`src/rtl/password_entry_ctrl_if.sv`:
```
// Button/switch inputs and status outputs of the password entry controller.
// master = stimulus side (buttons, switches); slave = controller.
interface password_entry_ctrl_if #(
  parameter int NUM_DIGITS = 4,
  parameter int DIGIT_W    = 4
);
  logic [DIGIT_W-1:0]            sw_digit;
  logic                          enter_pushed;
  logic                          clear_pushed;
  logic                          prog_pushed;
  logic                          unlocked;
  logic                          error;
  logic                          locked;
  logic [3:0]                    digit_cnt;
  logic [3:0]                    fail_cnt;
  logic [NUM_DIGITS*DIGIT_W-1:0] entry_buf;

  modport master (
    output sw_digit, enter_pushed, clear_pushed, prog_pushed,
    input  unlocked, error, locked, digit_cnt, fail_cnt, entry_buf
  );

  modport slave (
    input  sw_digit, enter_pushed, clear_pushed, prog_pushed,
    output unlocked, error, locked, digit_cnt, fail_cnt, entry_buf
  );
endinterface

```
`src/rtl/password_entry_ctrl.sv`:
```
// Password entry FSM with attempt counting and timed lockout; verdict 2 cycles after the last digit,
// pulse inputs only (no backpressure). Define PW_PROGRAM_EN to allow reprogramming the password from UNLOCKED.
module password_entry_ctrl #(
  parameter int                              NUM_DIGITS   = 4,
  parameter int                              DIGIT_W      = 4,
  parameter logic [NUM_DIGITS*DIGIT_W-1:0]   PASSWORD     = 16'h1234,
  parameter int                              MAX_ATTEMPTS = 3,
  parameter int                              FAIL_CYCLES  = 50_000_000,
  parameter int                              LOCK_CYCLES  = 500_000_000
) (
  input  logic clk,
  input  logic reset,
  password_entry_ctrl_if.slave bus
);

  localparam int BUF_W = NUM_DIGITS * DIGIT_W;
  localparam int TMR_W = (LOCK_CYCLES > 1) ? $clog2(LOCK_CYCLES) : 1;

`ifdef PW_PROGRAM_EN
  typedef enum logic [2:0] {
    S_IDLE = 3'd0, S_ENTRY = 3'd1, S_CHECK = 3'd2, S_FAIL = 3'd3,
    S_LOCKED = 3'd4, S_UNLOCKED = 3'd5, S_PROGRAM = 3'd6
  } state_t;
`else
  typedef enum logic [2:0] {
    S_IDLE = 3'd0, S_ENTRY = 3'd1, S_CHECK = 3'd2, S_FAIL = 3'd3,
    S_LOCKED = 3'd4, S_UNLOCKED = 3'd5
  } state_t;
`endif

  state_t             state_q, state_d;
  logic [BUF_W-1:0]   entry_buf_q, entry_buf_d;
  logic [3:0]         digit_cnt_q, digit_cnt_d;
  logic [3:0]         fail_cnt_q, fail_cnt_d;
  logic [TMR_W-1:0]   timer_q, timer_d;
  logic               unlocked_q, unlocked_d;
  logic               error_q, error_d;
  logic               locked_q, locked_d;
  logic [BUF_W-1:0]   pw_q;

  // Digit insertion: IDLE always writes position 0 into an empty buffer.
  logic [3:0]         ins_pos;
  logic [BUF_W-1:0]   ins_buf;
  logic               ins_last;

  always_comb begin
    ins_pos = (state_q == S_IDLE) ? 4'd0 : digit_cnt_q;
    ins_buf = (state_q == S_IDLE) ? '0 : entry_buf_q;
    for (int i = 0; i < NUM_DIGITS; i++) begin
      if (ins_pos == 4'(i)) begin
        ins_buf[(NUM_DIGITS-1-i)*DIGIT_W +: DIGIT_W] = bus.sw_digit;
      end
    end
    ins_last = (ins_pos == 4'(NUM_DIGITS-1));
  end

`ifdef PW_PROGRAM_EN
  logic [BUF_W-1:0] pw_d;
`else
  logic unused_prog;
  assign unused_prog = bus.prog_pushed;
  assign pw_q        = PASSWORD;
`endif

  always_comb begin
    state_d     = state_q;
    entry_buf_d = entry_buf_q;
    digit_cnt_d = digit_cnt_q;
    fail_cnt_d  = fail_cnt_q;
    timer_d     = '0;
`ifdef PW_PROGRAM_EN
    pw_d        = pw_q;
`endif
    case (state_q)
      S_IDLE, S_ENTRY: begin
        if (bus.clear_pushed) begin
          state_d     = S_IDLE;
          entry_buf_d = '0;
          digit_cnt_d = '0;
        end else if (bus.enter_pushed) begin
          entry_buf_d = ins_buf;
          digit_cnt_d = ins_pos + 4'd1;
          state_d     = ins_last ? S_CHECK : S_ENTRY;
        end
      end
      S_CHECK: begin
        if (entry_buf_q == pw_q) begin
          state_d    = S_UNLOCKED;
          fail_cnt_d = '0;
        end else if (fail_cnt_q >= 4'(MAX_ATTEMPTS-1)) begin
          state_d    = S_LOCKED;
          fail_cnt_d = 4'(MAX_ATTEMPTS);
        end else begin
          state_d    = S_FAIL;
          fail_cnt_d = fail_cnt_q + 4'd1;
        end
      end
      S_FAIL: begin
        if (timer_q == TMR_W'(FAIL_CYCLES-1)) begin
          state_d     = S_IDLE;
          entry_buf_d = '0;
          digit_cnt_d = '0;
        end else begin
          timer_d = timer_q + 1'b1;
        end
      end
      S_LOCKED: begin
        if (timer_q == TMR_W'(LOCK_CYCLES-1)) begin
          state_d     = S_IDLE;
          entry_buf_d = '0;
          digit_cnt_d = '0;
          fail_cnt_d  = '0;
        end else begin
          timer_d = timer_q + 1'b1;
        end
      end
      S_UNLOCKED: begin
        if (bus.clear_pushed) begin
          state_d     = S_IDLE;
          entry_buf_d = '0;
          digit_cnt_d = '0;
`ifdef PW_PROGRAM_EN
        end else if (bus.prog_pushed) begin
          state_d     = S_PROGRAM;
          entry_buf_d = '0;
          digit_cnt_d = '0;
`endif
        end
      end
`ifdef PW_PROGRAM_EN
      S_PROGRAM: begin
        if (bus.clear_pushed) begin
          state_d     = S_UNLOCKED;
          entry_buf_d = '0;
          digit_cnt_d = '0;
        end else if (bus.enter_pushed) begin
          entry_buf_d = ins_buf;
          digit_cnt_d = ins_pos + 4'd1;
          if (ins_last) begin
            pw_d    = ins_buf;
            state_d = S_UNLOCKED;
          end
        end
      end
`endif
      default: begin
        state_d     = S_IDLE;
        entry_buf_d = '0;
        digit_cnt_d = '0;
      end
    endcase
    unlocked_d = (state_d == S_UNLOCKED);
    error_d    = (state_d == S_FAIL);
    locked_d   = (state_d == S_LOCKED);
  end

  always_ff @(posedge clk or negedge reset) begin
    if (!reset) begin
      state_q     <= S_IDLE;
      entry_buf_q <= '0;
      digit_cnt_q <= '0;
      fail_cnt_q  <= '0;
      timer_q     <= '0;
      unlocked_q  <= 1'b0;
      error_q     <= 1'b0;
      locked_q    <= 1'b0;
    end else begin
      state_q     <= state_d;
      entry_buf_q <= entry_buf_d;
      digit_cnt_q <= digit_cnt_d;
      fail_cnt_q  <= fail_cnt_d;
      timer_q     <= timer_d;
      unlocked_q  <= unlocked_d;
      error_q     <= error_d;
      locked_q    <= locked_d;
    end
  end

`ifdef PW_PROGRAM_EN
  always_ff @(posedge clk or negedge reset) begin
    if (!reset) pw_q <= PASSWORD;
    else        pw_q <= pw_d;
  end
`endif

  assign bus.unlocked  = unlocked_q;
  assign bus.error     = error_q;
  assign bus.locked    = locked_q;
  assign bus.digit_cnt = digit_cnt_q;
  assign bus.fail_cnt  = fail_cnt_q;
  assign bus.entry_buf = entry_buf_q;

endmodule

```
`src/flat_wrapper.sv`:
```
// flat-port wrapper written by rule: the top's interface ports become plain ports
module password_entry_ctrl_flat 
#(
  parameter int                              NUM_DIGITS   = 4,
  parameter int                              DIGIT_W      = 4,
  parameter logic [NUM_DIGITS*DIGIT_W-1:0]   PASSWORD     = 16'h1234,
  parameter int                              MAX_ATTEMPTS = 3,
  parameter int                              FAIL_CYCLES  = 50_000_000,
  parameter int                              LOCK_CYCLES  = 500_000_000
)
  (clk, reset, bus_sw_digit, bus_enter_pushed, bus_clear_pushed, bus_prog_pushed, bus_unlocked, bus_error, bus_locked, bus_digit_cnt, bus_fail_cnt, bus_entry_buf);
  password_entry_ctrl_if #(.NUM_DIGITS(NUM_DIGITS), .DIGIT_W(DIGIT_W)) bus_i ();
  input  logic clk;
  input  logic reset;
  input wire logic [$bits(bus_i.sw_digit)-1:0] bus_sw_digit;
  input wire logic [$bits(bus_i.enter_pushed)-1:0] bus_enter_pushed;
  input wire logic [$bits(bus_i.clear_pushed)-1:0] bus_clear_pushed;
  input wire logic [$bits(bus_i.prog_pushed)-1:0] bus_prog_pushed;
  output wire logic [$bits(bus_i.unlocked)-1:0] bus_unlocked;
  output wire logic [$bits(bus_i.error)-1:0] bus_error;
  output wire logic [$bits(bus_i.locked)-1:0] bus_locked;
  output wire logic [$bits(bus_i.digit_cnt)-1:0] bus_digit_cnt;
  output wire logic [$bits(bus_i.fail_cnt)-1:0] bus_fail_cnt;
  output wire logic [$bits(bus_i.entry_buf)-1:0] bus_entry_buf;
  assign bus_i.sw_digit = bus_sw_digit;
  assign bus_i.enter_pushed = bus_enter_pushed;
  assign bus_i.clear_pushed = bus_clear_pushed;
  assign bus_i.prog_pushed = bus_prog_pushed;
  assign bus_unlocked = bus_i.unlocked;
  assign bus_error = bus_i.error;
  assign bus_locked = bus_i.locked;
  assign bus_digit_cnt = bus_i.digit_cnt;
  assign bus_fail_cnt = bus_i.fail_cnt;
  assign bus_entry_buf = bus_i.entry_buf;
  password_entry_ctrl #(.NUM_DIGITS(NUM_DIGITS), .DIGIT_W(DIGIT_W), .PASSWORD(PASSWORD), .MAX_ATTEMPTS(MAX_ATTEMPTS), .FAIL_CYCLES(FAIL_CYCLES), .LOCK_CYCLES(LOCK_CYCLES)) u_core (.clk(clk), .reset(reset), .bus(bus_i));
endmodule
```
`config.mk`:
```
export PLATFORM = sky130hd
export DESIGN_NAME = password_entry_ctrl_flat
export DESIGN_NICKNAME = d
export VERILOG_FILES = /design/src/rtl/password_entry_ctrl_if.sv /design/src/rtl/password_entry_ctrl.sv /design/src/flat_wrapper.sv
export SDC_FILE = /design/constraint.sdc
export NUM_CORES = 1
export LEC_CHECK = 0
export ABC_CLOCK_PERIOD_IN_PS = 5200
export CORE_UTILIZATION = 35
export DETAILED_ROUTE_END_ITERATION = 6
export PLACE_DENSITY = 0.61
export SYNTH_ARGS = -nofsm -noshare
export SYNTH_HDL_FRONTEND = slang
export SYNTH_SLANG_ARGS = --single-unit
```
`constraint.sdc`:
```
create_clock -name clk -period 5.2 [get_ports clk]
set_input_delay 1.04 -clock clk [delete_from_list [all_inputs] [get_ports clk]]
set_output_delay 1.04 -clock clk [all_outputs]
set_load 0.1 [all_outputs]
```
==> metrics.cfg <==
[worst_setup_path]
r2r-start = u_core.timer_q[8]
criticalPathCategory = primary input to register
cpMaxStageDelayCell = and3_1
cp.arrival_ps = 3290

[synthesis]
ys_chip_area_um2 = 3060
ff_type = dfrtp_1
ys.flops = 59
edf_count = 0
yosys_cells = 298

[die]
die_w_um = 95.5
ios = 36
fp.dieH_um = 95.5

[pwr]
finalPower_mw = 1.64

[routing]
met2_length_mm = 3.22
ant_nets = 0
vias = 2389

[global_route]
grt_pass1_vias = 2356
gr-total-overflow = 0

[min_path]
hold_class = register to register
hp-start = u_core.timer_q[0]

[cts]
clockBufferDepth = 2
cts_root_buf = clkbuf_8

[timing]
fmax_mhz = 331
setup_viol = 0
rsz0062_at_grt = no

[final_layout]
top_register = u_core.timer_q

[run_status]
outcome = completed

-- Yosys cell counts, drive strengths merged (2+ instances only) --
cell type	n	area, um^2
nor4b	2	17.5
and2	5	33.8
nor2	39	146
a32o	12	120
or3	2	12.5
nand3	16	80.1
xnor2	8	70.1
and3	15	93.8
nand2	9	33.8
a22o	5	43.8
nand4	19	119
inv	11	41.3
nor4	6	56.3
a21o	3	22.5
xor2	18	158
nor2b	2	12.5
ha	7	87.6
or4	2	15.0
or4bb	2	22.5
nor3	6	30.0
o21ai	2	10.0
mux2	2	22.5
clkbuf	4	15.0
a31oi	2	12.5
nand4b	2	17.5
buf	6	47.5
a21oi	10	50.1
a31o	3	26.3
nand2b	3	18.8
dfrtp	59	1480
-- power by group --
group          leakage [nW]  total [mW]  switching, mW  internal (mW)
Sequential            0.816       0.563         0.0559          0.507
Clock                0.0902       0.390          0.173          0.218
Combinational         0.612       0.689          0.500          0.189
-- worst register-to-register path, delay by kind of cell, from the launching register on --
family | cells | cell delay [ps]
and+or+nand+nor | 3 | 1660
AOI/OAI and AO/OA | 2 | 810
DFF | 1 | 450
-- cell families after synthesis --
logic type,synth area share (%)
mux,1.06
flops,48.3
xor+xnor,7.44
simple gates,25.2
buf+inv,3.39
fa+ha+maj,2.86
compound gates,11.7
-- final cells by class --
class	instances	area, um^2
Timing Repair Buffer	36	350
Sequential cell	59	1480
Clock inverter	3	40.0
Fill cell	808	4690
Tap cell	105	131
Inverter	11	41.3
Multi-Input combinational cell	218	1480
Clock buffer	12	135
-- per-stage QoR --
stage	std cells	hold WS [ps]	utilization [%]
after global placement	429	476	41.7
final	444	492	43.8
after floorplan	298	450	-
after CTS	444	496	43.8
after detailed placement	429	488	41.7
after global routing	444	515	43.8
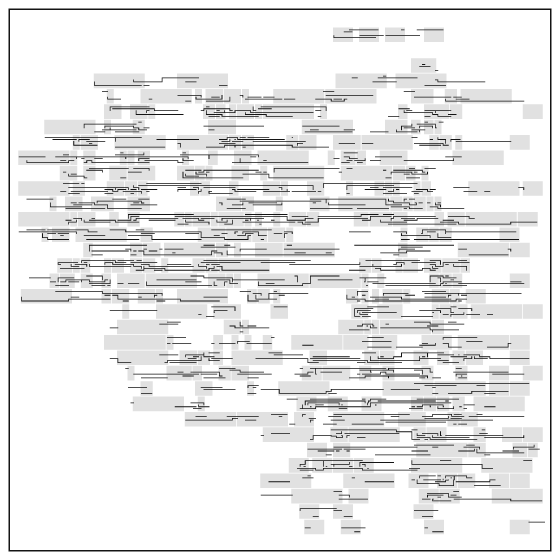
Fig. 1. M1 wires.
Cells faint in the background.
nets with wire on the layer	309
longest straight run	30.8 um
main direction	horizontal
share of all routed wire	47%
wire length on this layer	3,210 um

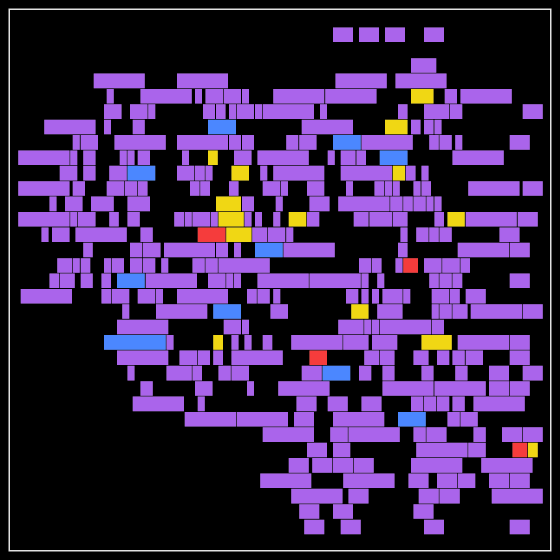
Fig. 2. Drive-strength map.
colour	size	cells	share
yellow	drive 2	14	4.1%
red	drive 3 to 4	4	1.2%
purple	drive 1 or less	311	92%
blue	drive 6 and up	10	2.9%
non-clock buffer count: 36
setup ws final: 2180 ps
fin area: 3650 um^2
Synth-to-Final Area Change: 19.4%

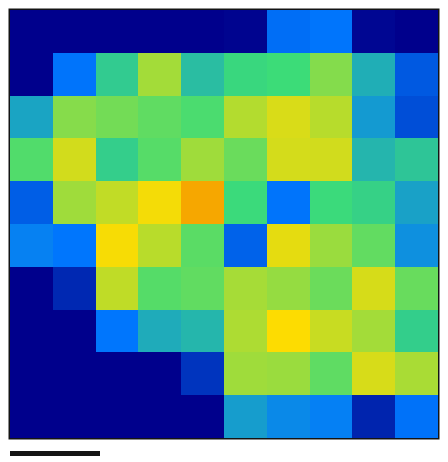
Fig. 3. Cell area per tile.
Scale bar: 20 um. The die is cut into 10 by 10 equal tiles; dark blue is low, red is high, 0 to 100% covered.
nearly empty tiles	21%
emptiest ninth of the die	bottom left
tiles over 75% full	1.0%
fullest tile	81%
mean over tiles	39%

No activity file was given, so power comes from the tool's default toggle rates.
